<file path="config.mk">
export PLATFORM = sky130hd
export DESIGN_NAME = pp_sum_gen
export DESIGN_NICKNAME = d
export VERILOG_FILES = /design/src/rtl/pp_sum_gen.sv
export SDC_FILE = /design/constraint.sdc
export NUM_CORES = 1
export LEC_CHECK = 0
export CAP_MARGIN = 20
export CORE_UTILIZATION = 52
export CTS_BUF_LIST = sky130_fd_sc_hd__clkbuf_4
export CTS_CLUSTER_SIZE = 40
export DETAILED_ROUTE_END_ITERATION = 8
export PLACE_DENSITY = 0.88
export SLEW_MARGIN = 20
export SYNTH_ARGS = -nofsm -noshare
export SYNTH_HDL_FRONTEND = slang
export SYNTH_SLANG_ARGS = --single-unit
</file>
<file path="constraint.sdc">
create_clock -name clk -period 2.7 [get_ports clk]
set_input_delay 0.405 -clock clk [delete_from_list [all_inputs] [get_ports clk]]
set_output_delay 0.405 -clock clk [all_outputs]
set_load 0.05 [all_outputs]
</file>
<file path="src/rtl/pp_sum_gen.sv">
// Sum generator for a parallel-prefix adder: stage 1 forms the carry vector, stage 2 registers sum/cout.
// Optional signed-overflow output enabled by defining PP_SUM_OVF_EN.
module pp_sum_gen #(
  parameter int WIDTH = 16
) (
  input  logic             clk,
  input  logic             rst,
  input  logic             in_valid,
  output logic             in_ready,
  input  logic [WIDTH-1:0] p_bit,
  input  logic [WIDTH-1:0] g_grp,
  input  logic [WIDTH-1:0] p_grp,
  input  logic             cin,
  output logic             out_valid,
  input  logic             out_ready,
  output logic [WIDTH-1:0] sum,
`ifdef PP_SUM_OVF_EN
  output logic             ovf,
`endif
  output logic             cout
);

  logic [WIDTH:0]   carry;
  logic             s1_adv, s2_adv;

  logic             s1_valid_q, s1_valid_d;
  logic [WIDTH-1:0] s1_p_q, s1_p_d;
  logic [WIDTH:0]   s1_c_q, s1_c_d;

  logic             s2_valid_q, s2_valid_d;
  logic [WIDTH-1:0] sum_q, sum_d;
  logic             cout_q, cout_d;
`ifdef PP_SUM_OVF_EN
  logic             ovf_q, ovf_d;
`endif

  // carry[i] is the carry into bit i; carry[WIDTH] is the carry-out
  always_comb begin
    carry[0]       = cin;
    carry[WIDTH:1] = g_grp | (p_grp & {WIDTH{cin}});
  end

  assign s2_adv   = !s2_valid_q || out_ready;
  assign s1_adv   = !s1_valid_q || s2_adv;
  assign in_ready = !rst && s1_adv;

  always_comb begin
    s1_valid_d = s1_valid_q;
    s1_p_d     = s1_p_q;
    s1_c_d     = s1_c_q;
    if (s1_adv) begin
      s1_valid_d = in_valid;
      if (in_valid) begin
        s1_p_d = p_bit;
        s1_c_d = carry;
      end
    end
  end

  // Output registers only reload on real data so an empty pipe keeps the last result visible
  always_comb begin
    s2_valid_d = s2_valid_q;
    sum_d      = sum_q;
    cout_d     = cout_q;
`ifdef PP_SUM_OVF_EN
    ovf_d      = ovf_q;
`endif
    if (s2_adv) begin
      s2_valid_d = s1_valid_q;
      if (s1_valid_q) begin
        sum_d  = s1_p_q ^ s1_c_q[WIDTH-1:0];
        cout_d = s1_c_q[WIDTH];
`ifdef PP_SUM_OVF_EN
        ovf_d  = s1_c_q[WIDTH-1] ^ s1_c_q[WIDTH];
`endif
      end
    end
  end

  always_ff @(posedge clk) begin
    if (rst) begin
      s1_valid_q <= 1'b0;
      s1_p_q     <= '0;
      s1_c_q     <= '0;
      s2_valid_q <= 1'b0;
      sum_q      <= '0;
      cout_q     <= 1'b0;
`ifdef PP_SUM_OVF_EN
      ovf_q      <= 1'b0;
`endif
    end else begin
      s1_valid_q <= s1_valid_d;
      s1_p_q     <= s1_p_d;
      s1_c_q     <= s1_c_d;
      s2_valid_q <= s2_valid_d;
      sum_q      <= sum_d;
      cout_q     <= cout_d;
`ifdef PP_SUM_OVF_EN
      ovf_q      <= ovf_d;
`endif
    end
  end

  assign out_valid = s2_valid_q;
  assign sum       = sum_q;
  assign cout      = cout_q;
`ifdef PP_SUM_OVF_EN
  assign ovf       = ovf_q;
`endif

endmodule

</file>
==> impl_metrics.ini <==
; implementation run metrics
[status]
status = finished clean

[floorplan]
die_h_um = 68.99
core_util_floorplan_pct = 56.31

[synthesis]
top_cell_area_share_pct = 44.61
ys_chip_area_sq_mm = 0.002333
yosys_warnings = 0
synthCells = 233
syn_area_sq_mm = 0.002333
yosys.area_share.aoi_pct = 25.09
synthSimpleGateAreaFrac_pct = 11.26

[timing]
max_freq_ghz = 0.4950
fin_crit_sh_pct = 74.83
post-route-min-period_ns = 2.020
drv_slew = 0

[worst_setup_path]
rr_endpoint = s1_c_q[11]
path_max_fanout = 3
critPathBufInv = 1
arrival_ns = 1.62
critPathKind = register to output pin
r2r_setup_slack_ns = 1.15
slowest_stage = clkdlybuf4s50_1
crit_path_max_incr_delay_ns = 0.83

[cells_and_area]
seqCellArea_sq_mm = 0.001041
final_nets = 348
clk_share_pct = 1.624
comb_share_pct = 37.64
regMostFlops = s1_c_q

[power]
pg_seq_uw = 861
comb_power_share_pct = 24.1
seqPwrFrac_pct = 54.8

[placed_design]
hpwl_um = 3731
dpl_cell_area_sq_mm = 0.003032
pre_cts_ws_ns = 0.5928

[detailed_routing]
viasPerCell = 5.391
wl_per_cell_um = 14.59
route.detailed.drc = 0

[grt]
grt_util_met1_pct = 30.91
gr-max-usage-layer = met2

[clock_network]
clk_latency_ns = 0.35
ctsHoldBuffers = 0
cts_root_buf = clkbuf_4
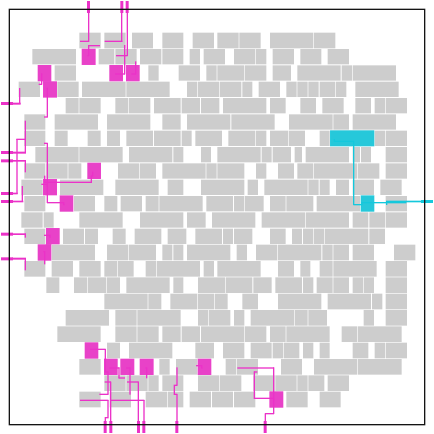
Figure 1: wires at chosen ports, followed through buffers.
Scale: 6 px per um.
Magenta stands for `p_bit`, bits 16, direction input, edge 7 left, 6 bottom, 3 top, end cells 16, wire 202 um. Cyan stands for `out_ready`, bits 1, direction input, edge right, end cells 2, wire 29.4 um.
IO buf count: 71
io pins: 72

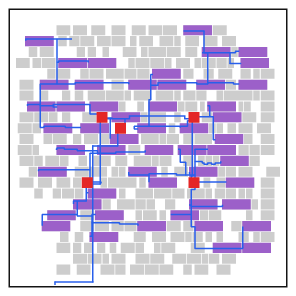
Figure 2: routed clock nets over the placement.
Scale: 4 px per um.
Purple stands for flip-flops, count 52. Blue stands for clock wires, length 530 um. Red stands for clock-net drivers, count 5.
There are 6 routed clock nets.

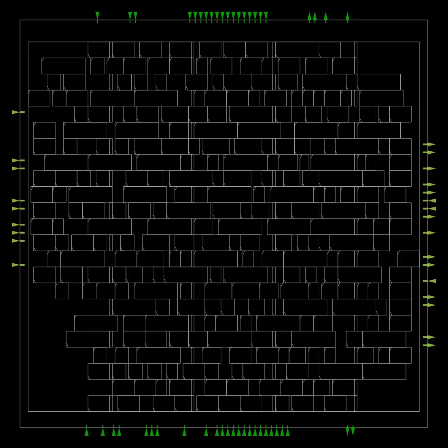
Figure 3: cell outlines without signal wires.
n_taps: 50
area of the core: 0.004144 sq mm

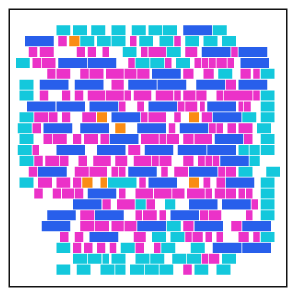
Figure 4: cell classes on the final placement.
Scale: 4 px per um.
Blue stands for registers, cells 52. Magenta stands for remaining logic cells, cells 159. Orange stands for clock drivers and dummy loads, cells 7. Cyan stands for remaining buffers and delay cells, cells 77.
fin area: 0.003082 sq mm
Seq area share: 33.78%
row count: 23

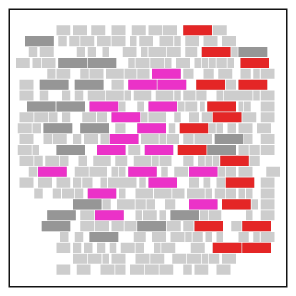
Figure 5: register map, names as in the netlist.
Scale: 4 px per um. Other sequential cells in the stronger gray, the rest of the logic in the fainter gray.
Red stands for `sum`, flops 16. Magenta stands for `s1_c_q`, flops 17, where center.

